## config.mk

```make
export PLATFORM = sky130hd
export DESIGN_NAME = tdm_slot_deser
export DESIGN_NICKNAME = d
export VERILOG_FILES = /design/src/rtl/common.sv /design/src/rtl/slot_seq_check.sv /design/src/rtl/tdm_slot_deser.sv
export SDC_FILE = /design/constraint.sdc
export NUM_CORES = 1
export LEC_CHECK = 0
export CAP_MARGIN = 20
export CORE_MARGIN = 2
export CORE_UTILIZATION = 52
export DETAILED_ROUTE_END_ITERATION = 10
export GPL_TIMING_DRIVEN = 0
export PLACE_DENSITY = 0.81
export SLEW_MARGIN = 20
export SYNTH_ARGS = -nofsm -noshare
export SYNTH_HDL_FRONTEND = slang
export SYNTH_HIERARCHICAL = 1
export SYNTH_SLANG_ARGS = --single-unit
export TNS_END_PERCENT = 1
```

## constraint.sdc

```tcl
create_clock -name clk -period 2.9 [get_ports clk]
set_input_delay 0.435 -clock clk [delete_from_list [all_inputs] [get_ports clk]]
set_output_delay 0.435 -clock clk [all_outputs]
set_load 0.005 [all_outputs]
```

## src/rtl/common.sv

```systemverilog
// common: slot-order types shared by the TDM select sequencer and deserializer
package common;
    localparam int NUM_SLOTS = 4;
    typedef logic [1:0] slot_t;
    typedef enum logic {HUNT, FRAME} deser_states;
endpackage

```

## src/rtl/slot_seq_check.sv

```systemverilog
// slot_seq_check: tracks the expected slot and flags stores, frame completion and order errors
module slot_seq_check
    import common::*;
(
    input  logic  clk,
    input  logic  rst,
    input  logic  valid_i,
    input  slot_t slot_i,
    output logic  store_o,
    output logic  frame_done_o,
    output logic  err_o
);
    deser_states state_q, state_d;
    slot_t exp_q, exp_d;
    logic in_frame;

    always_ff @(posedge clk or posedge rst)
        if (rst) begin
            state_q <= HUNT;
            exp_q   <= '0;
        end else begin
            state_q <= state_d;
            exp_q   <= exp_d;
        end

    // slot 0 always (re)starts a frame, whatever state we are in
    always_comb begin
        state_d = state_q;
        exp_d   = exp_q;
        if (valid_i) begin
            state_d = (slot_i == '0 || (in_frame && slot_i == exp_q)) ? FRAME : HUNT;
            exp_d   = (slot_i == '0) ? slot_t'(1) :
                      (in_frame && slot_i == exp_q) ? slot_t'(exp_q + 2'd1) : '0;
        end
    end

    always_comb begin
        in_frame     = state_q == FRAME;
        store_o      = valid_i && (slot_i == '0 || (in_frame && slot_i == exp_q && slot_i != 2'd3));
        frame_done_o = valid_i && in_frame && slot_i == 2'd3 && exp_q == 2'd3;
        err_o        = valid_i && in_frame && slot_i != exp_q;
    end
endmodule

```

## src/rtl/tdm_slot_deser.sv

```systemverilog
// tdm_slot_deser: reassembles in-order 4-slot TDM beats into frames and tracks sync/errors
module tdm_slot_deser
    import common::*;
#(
    parameter int DATA_W      = 8,
    parameter int LOCK_FRAMES = 2
) (
    input  logic                  clk,
    input  logic                  rst,
    input  logic                  in_valid,
    input  slot_t                 in_slot,
    input  logic [DATA_W-1:0]     in_data,
    output logic                  out_valid,
    output logic [4*DATA_W-1:0]   out_word,
    output logic                  locked,
    output logic                  seq_err,
    output logic [7:0]            err_count
);
    logic store, frame_done, err;
    logic [(NUM_SLOTS-1)*DATA_W-1:0] lane_q;
    logic [3:0] good_q;

    slot_seq_check u_chk (
        .clk          (clk),
        .rst          (rst),
        .valid_i      (in_valid),
        .slot_i       (in_slot),
        .store_o      (store),
        .frame_done_o (frame_done),
        .err_o        (err)
    );

    always_ff @(posedge clk or posedge rst)
        if (rst) begin
            lane_q    <= '0;
            out_word  <= '0;
            out_valid <= 1'b0;
            seq_err   <= 1'b0;
            err_count <= '0;
            good_q    <= '0;
            locked    <= 1'b0;
        end else begin
            for (int k = 0; k < NUM_SLOTS - 1; k++)
                if (store && in_slot == slot_t'(k))
                    lane_q[k*DATA_W +: DATA_W] <= in_data;
            if (frame_done)
                out_word <= {in_data, lane_q};
            out_valid <= frame_done;
            seq_err   <= err;
            if (err && err_count != 8'hFF)
                err_count <= err_count + 8'd1;
            // locked rises together with the out_valid of the LOCK_FRAMES-th good frame
            if (err) begin
                good_q <= '0;
                locked <= 1'b0;
            end else if (frame_done) begin
                if (good_q != 4'(LOCK_FRAMES))
                    good_q <= good_q + 4'd1;
                if ({1'b0, good_q} + 5'd1 >= 5'(LOCK_FRAMES))
                    locked <= 1'b1;
            end
        end
endmodule

```

run_1/ff_map.png
Bar = 20 µm. Other sequential cells in the stronger gray, the rest of the logic in the fainter gray.
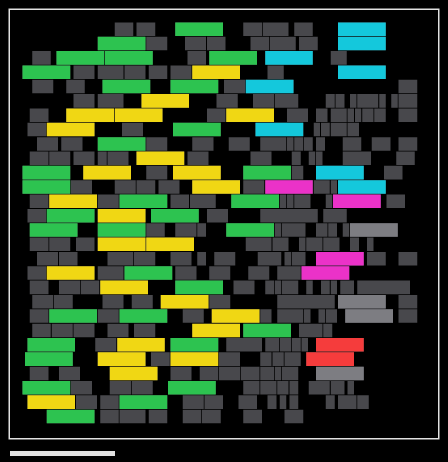
Cyan stands for `err_count`, flops 8, where upper right. Green stands for `out_word`, flops 32. Red stands for `u_chk/exp_q`, flops 2. Yellow stands for `lane_q`, flops 24. Magenta stands for `good_q`, flops 4, where middle right.
Another 4 sequential cells are not colored.

run_1/route_heat.png
16 x 16 tiles, from dark purple (low) to yellow (high), scaled to the fullest tile. Values are wire area over tile area, all layers added.
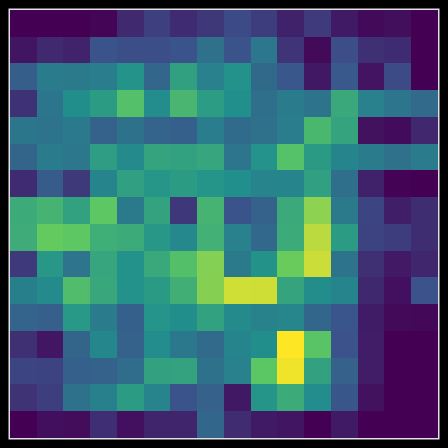
The fullest tile reaches 0.39. 28% of the tiles are over half the peak. 7.8% of the tiles are nearly empty. The mean over all tiles is 0.14. The emptiest ninth of the die: lower right.

run_1/clock_nets.png
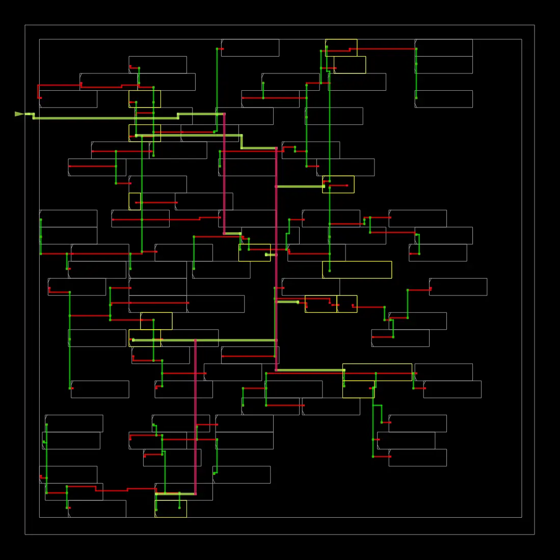
Late-Pin Clk Latency: 0.34 ns
Num CTS Buffers: 9

==> metrics.yaml, run 1 <==
grt:
  busiest_layer: "met2"
  grt_max_degree: 51
  grt.total_usage_pct: 19.5
power_and_ir_drop:
  p_int_mw: 1.86
  top_power_group: "registers"
  p_leak_nw: 1.84
  p_per_area_nw_per_um2: 605
  p_seq_share_pct: 51.4
job:
  cap_violations: 0
logic_synthesis:
  synth.cell_area_um2: 3100
  yosys_area_um2: 3100
  postSynthSeqShare_pct: 59.8
  yosys_cells: 222
  synth_area_per_cell_um2: 13.9
  numSynthFlops: 74
  netlist_top_cells_count: "dfrtp_1 (74), mux2_2 (59), nor2_1 (13)"
  ys_warn_count: 6
  fp_nets: 240
cells_and_area:
  antennaDiodeCount: 0
  largest_register_ffs: 32
  postLayoutCoreUtil_pct: 68.3
  syn2layout_area_growth_pct: 29.1
  fin_cells: 368
  regArea_um2: 1850
  layout-drive-gt1-share_pct: 30.7
  lay_top_count: "dfrtp_1"
  seq_share_pct: 46.4
routing:
  routed_wl_mm: 5.76
  drc: 0
  route.top_layer_used: "met4"
  route.met2.wl_mm: 2.84
  first_pass_iters: 4
  wl_met3_um: 355
placement:
  place_inst: 353
  place_area_um2: 3770
  dpl.hpwl_mm: 3.90
cts:
  postCtsHoldBufs: 0
  cts.repair.resized: 0
outcome:
  status: "finished, final reports clean"
timing:
  hold_viol: 0
  worst_slew_pin_slew_ns: 0.513
worst_setup_path:
  critPathCapture: "lane_q[3]$_DFFE_PP0P_"
  crit_chain: "clkdlybuf4s50_1 > or3b_1 > a21oi_1 > o21a_1 > nor3b_4 > mux2_2"
  r2r_start: "u_chk/exp_q[0]$_DFFE_PP0P_"
floorplanning:
  ioPinCount: 56
## Run 2: what changed since run 1
--- a/config.mk
+++ b/config.mk
@@ -5,12 +5,13 @@
 export SDC_FILE = /design/constraint.sdc
 export NUM_CORES = 1
 export LEC_CHECK = 0
-export CAP_MARGIN = 20
+export CAP_MARGIN = 5
 export CORE_MARGIN = 2
 export CORE_UTILIZATION = 52
 export DETAILED_ROUTE_END_ITERATION = 10
 export GPL_TIMING_DRIVEN = 0
 export PLACE_DENSITY = 0.81
+export SKIP_CTS_REPAIR_TIMING = 1
 export SLEW_MARGIN = 20
 export SYNTH_ARGS = -nofsm -noshare
 export SYNTH_HDL_FRONTEND = slang
run_2/layers.png
Only two layers are drawn.
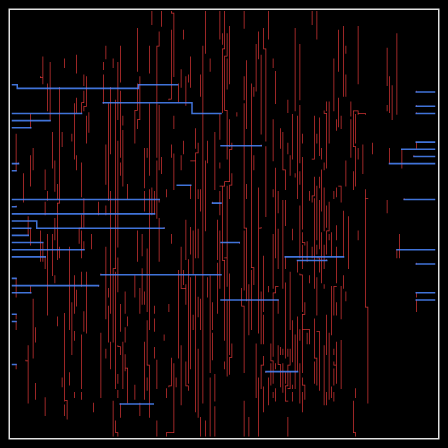
Blue stands for M3, wire length 356 µm. Red stands for M2, wire length 2840 µm.

==> run 2 against run 1 <==
Core utilization stayed put. Count of clock-buffer cells in the layout did not move. Setup slack unchanged. Clock power about the same. Largest power group unchanged. Highest routed layer unchanged.
==> metrics.yaml, run 2 <==
logic_synthesis:
  fa_ha_area_share_pct: 2.02  # unchanged
  yosys_cells: 222  # unchanged
  postSynthSeqShare_pct: 59.8  # unchanged
  fp_nets: 240  # unchanged
  topCellsByArea: "dfrtp_1 (60%), mux2_2 (21%), ha_1 (2.0%)"  # unchanged
  netlist_top_cells_count: "dfrtp_1 (74), mux2_2 (59), nor2_1 (13)"  # unchanged
  mux_share_pct: 21.9  # unchanged
  yosys_area_um2: 3100  # unchanged
  synth.cell_area_um2: 3100  # unchanged
  xor_share_pct: 1.41  # unchanged
  ys_warn_count: 6  # unchanged
  numSynthFlops: 74  # unchanged
  synth_area_per_cell_um2: 13.9  # unchanged
  simple_gate_share_pct: 8.41  # unchanged
  synthDistinctLibCells: 37  # unchanged
cts:
  clkLatencyLatePin_ns: 0.34  # about the same
  clockRootBuffer: "clkbuf_8"  # unchanged
  cts_buffers: 9  # unchanged
job:
  warnings: 28  # unchanged
  cap_violations: 0  # unchanged
placement:
  dpl.hpwl_mm: 3.90  # unchanged
  place_area_um2: 3770  # unchanged
  place_inst: 353  # unchanged
worst_setup_path:
  r2r_start: "u_chk/exp_q[0]$_DFFE_PP0P_"  # unchanged
  path_class: "in -> reg"  # unchanged
  cp-start-kind: "input port"  # unchanged
  end_kind: "flop"  # unchanged
  cp-startpoint: "in_slot[0]"  # unchanged
  crit_chain: "clkdlybuf4s50_1 > or3b_1 > a21oi_1 > o21a_1 > nor3b_4 > mux2_2"  # unchanged
  critPathCapture: "lane_q[3]$_DFFE_PP0P_"  # unchanged
routing:
  wire_per_inst_um: 15.6  # unchanged
  wl_met3_um: 355  # unchanged
  route.met2.wl_mm: 2.84  # unchanged
  routed_wl_mm: 5.76  # unchanged
  route.top_layer_used: "met4"  # unchanged
  first_pass_iters: 4  # unchanged
  ant_nets: 0  # unchanged
  vias_per_cell: 5.34  # unchanged
  vias: 1964  # unchanged
  drc: 0  # unchanged
cells_and_area:
  signal_buffers: 61  # unchanged
  buffer_area_share_pct: 15.2  # unchanged
  lay_top_count: "dfrtp_1"  # unchanged
  seq_share_pct: 46.4  # unchanged
  stdcell_area_um2: 4000  # unchanged
  regArea_um2: 1850  # unchanged
  comb-cell-share_pct: 29.6  # unchanged
  fin_cells: 368  # unchanged
  largest_register_ffs: 32  # unchanged
  antennaDiodeCount: 0  # unchanged
  clock_buffers: 11  # unchanged
  layout-drive-gt1-share_pct: 30.7  # unchanged
  syn2layout_area_growth_pct: 29.1  # unchanged
  postLayoutCoreUtil_pct: 68.3  # unchanged
power_and_ir_drop:
  p_seq_share_pct: 51.4  # about the same
  powerClk_uw: 893  # about the same
  p_leak_nw: 1.84  # unchanged
  p_int_mw: 1.86  # unchanged
  top_power_group: "registers"  # unchanged
  comb-power_uw: 280  # about the same
  p_per_area_nw_per_um2: 605  # unchanged
timing:
  worst_slew_pin_slew_ns: 0.513  # unchanged
  period_used_pct: 86.5  # unchanged
  finClkSkew_ns: 0.00404  # unchanged
  relSlewSlack_pct: 65.7  # unchanged
  hold_viol: 0  # unchanged
  maxSlewViolCount: 0  # unchanged
  hold_ws_ns: 0.339  # unchanged
  fmax_mhz: 399  # unchanged
grt:
  met2_usage_pct: 30.7  # unchanged
  antenna_found_initial: 0  # unchanged
  grt_max_degree: 51  # unchanged
  grt.total_usage_pct: 19.5  # unchanged
  grt_pass1_wl_mm: 9.43  # unchanged
  busiest_layer: "met2"  # unchanged
floorplanning:
  ioPinCount: 56  # unchanged
outcome:
  status: "finished, final reports clean"  # unchanged
## Run 3: what changed since run 2
--- a/config.mk
+++ b/config.mk
@@ -5,7 +5,7 @@
 export SDC_FILE = /design/constraint.sdc
 export NUM_CORES = 1
 export LEC_CHECK = 0
-export CAP_MARGIN = 5
+export CAP_MARGIN = 20
 export CORE_MARGIN = 2
 export CORE_UTILIZATION = 52
 export DETAILED_ROUTE_END_ITERATION = 10
run_3/layers.png
Only two layers are drawn.
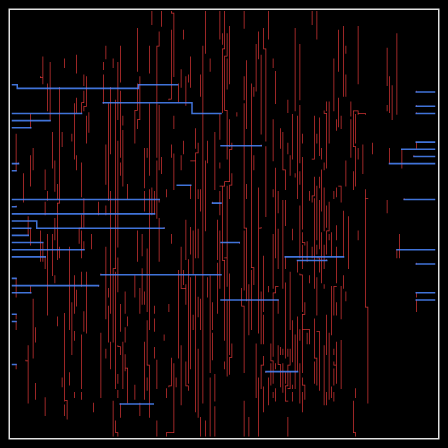
Blue stands for M3, wire length 356 µm. Red stands for M2, wire length 2840 µm.
post-DR wirelength/cell: 15.6 µm
WL final: 5.76 mm
GRT Overall Usage: 19.5%
via count: 1964

==> run 3 against run 2 <==
Global-route usage stayed put. Maximum frequency unchanged. Clock skew unchanged. Total power is the same. Sequential share of layout area unchanged. First-iteration DRC count unchanged. Register-to-register slack about the same. Die size unchanged. Critical path type unchanged. Flip-flop count is the same. Non-clock buffer count did not move. Final cell count unchanged. Core utilization stayed put.
==> metrics.yaml, run 3 <==
cts:
  clkLatencyLatePin_ns: 0.34  # about the same
  clockRootBuffer: "clkbuf_8"  # unchanged
  cts_sinks: 74  # unchanged
  cts_buffers: 9  # unchanged
worst_setup_path:
  critPathCapture: "lane_q[3]$_DFFE_PP0P_"  # unchanged
  cp-start-kind: "input port"  # unchanged
  r2r_start: "u_chk/exp_q[0]$_DFFE_PP0P_"  # unchanged
  end_kind: "flop"  # unchanged
  crit_chain: "clkdlybuf4s50_1 > or3b_1 > a21oi_1 > o21a_1 > nor3b_4 > mux2_2"  # unchanged
  path_class: "in -> reg"  # unchanged
  cp-startpoint: "in_slot[0]"  # unchanged
cells_and_area:
  final_nets: 307  # unchanged
  lay_top_count: "dfrtp_1"  # unchanged
  syn2layout_area_growth_pct: 29.1  # unchanged
  antennaDiodeCount: 0  # unchanged
  stdcell_area_um2: 4000  # unchanged
  buffer_area_share_pct: 15.2  # unchanged
  clock_buffers: 11  # unchanged
  comb-cell-share_pct: 29.6  # unchanged
  largest_register_ffs: 32  # unchanged
  signal_buffers: 61  # unchanged
  layout-drive-gt1-share_pct: 30.7  # unchanged
  regArea_um2: 1850  # unchanged
  postLayoutCoreUtil_pct: 68.3  # unchanged
  fin_cells: 368  # unchanged
logic_synthesis:
  netlist_top_cells_count: "dfrtp_1 (74), mux2_2 (59), nor2_1 (13)"  # unchanged
  xor_share_pct: 1.41  # unchanged
  fp_nets: 240  # unchanged
  simple_gate_share_pct: 8.41  # unchanged
  fa_ha_area_share_pct: 2.02  # unchanged
  synthDistinctLibCells: 37  # unchanged
  yosysTopAreaCell: "dfrtp_1"  # unchanged
  topCellsByArea: "dfrtp_1 (60%), mux2_2 (21%), ha_1 (2.0%)"  # unchanged
  synth.cell_area_um2: 3100  # unchanged
  postSynthSeqShare_pct: 59.8  # unchanged
  yosys_area_um2: 3100  # unchanged
  ys_warn_count: 6  # unchanged
  mux_share_pct: 21.9  # unchanged
  numSynthFlops: 74  # unchanged
job:
  cap_violations: 0  # unchanged
  warnings: 28  # unchanged
timing:
  finClkSkew_ns: 0.00404  # unchanged
  setup_violations: 0  # unchanged
  fmax_mhz: 399  # unchanged
  hold_viol: 0  # unchanged
  relSlewSlack_pct: 65.7  # unchanged
  worst_slew_pin_slew_ns: 0.513  # unchanged
  hold_ws_ns: 0.339  # unchanged
  maxSlewViolCount: 0  # unchanged
placement:
  place_inst: 353  # unchanged
  place_ws_ns: 0.0332  # unchanged
  dpl.hpwl_mm: 3.90  # unchanged
  place_area_um2: 3770  # unchanged
routing:
  route.met2.wl_mm: 2.84  # unchanged
  met1Wirelength_mm: 2.48  # unchanged
  wl_met3_um: 355  # unchanged
  first_pass_iters: 4  # unchanged
  ant_nets: 0  # unchanged
  vias_per_cell: 5.34  # unchanged
  route.top_layer_used: "met4"  # unchanged
power_and_ir_drop:
  p_leak_nw: 1.84  # unchanged
  top_power_group: "registers"  # unchanged
  comb-power_uw: 280  # about the same
  p_int_mw: 1.86  # unchanged
  p_switching_uw: 560  # unchanged
  p_seq_share_pct: 51.4  # about the same
  p_per_area_nw_per_um2: 605  # unchanged
grt:
  grt_pass1_wl_mm: 9.43  # unchanged
  busiest_layer: "met2"  # unchanged
  met2_usage_pct: 30.7  # unchanged
  grt_max_degree: 51  # unchanged
  antenna_found_initial: 0  # unchanged
  grt_pass1_vias: 1928  # unchanged
floorplanning:
  nWellTaps: 75  # unchanged
  ioPinCount: 56  # unchanged
outcome:
  status: "finished, final reports clean"  # unchanged
Power and IR drop assume default switching activity.
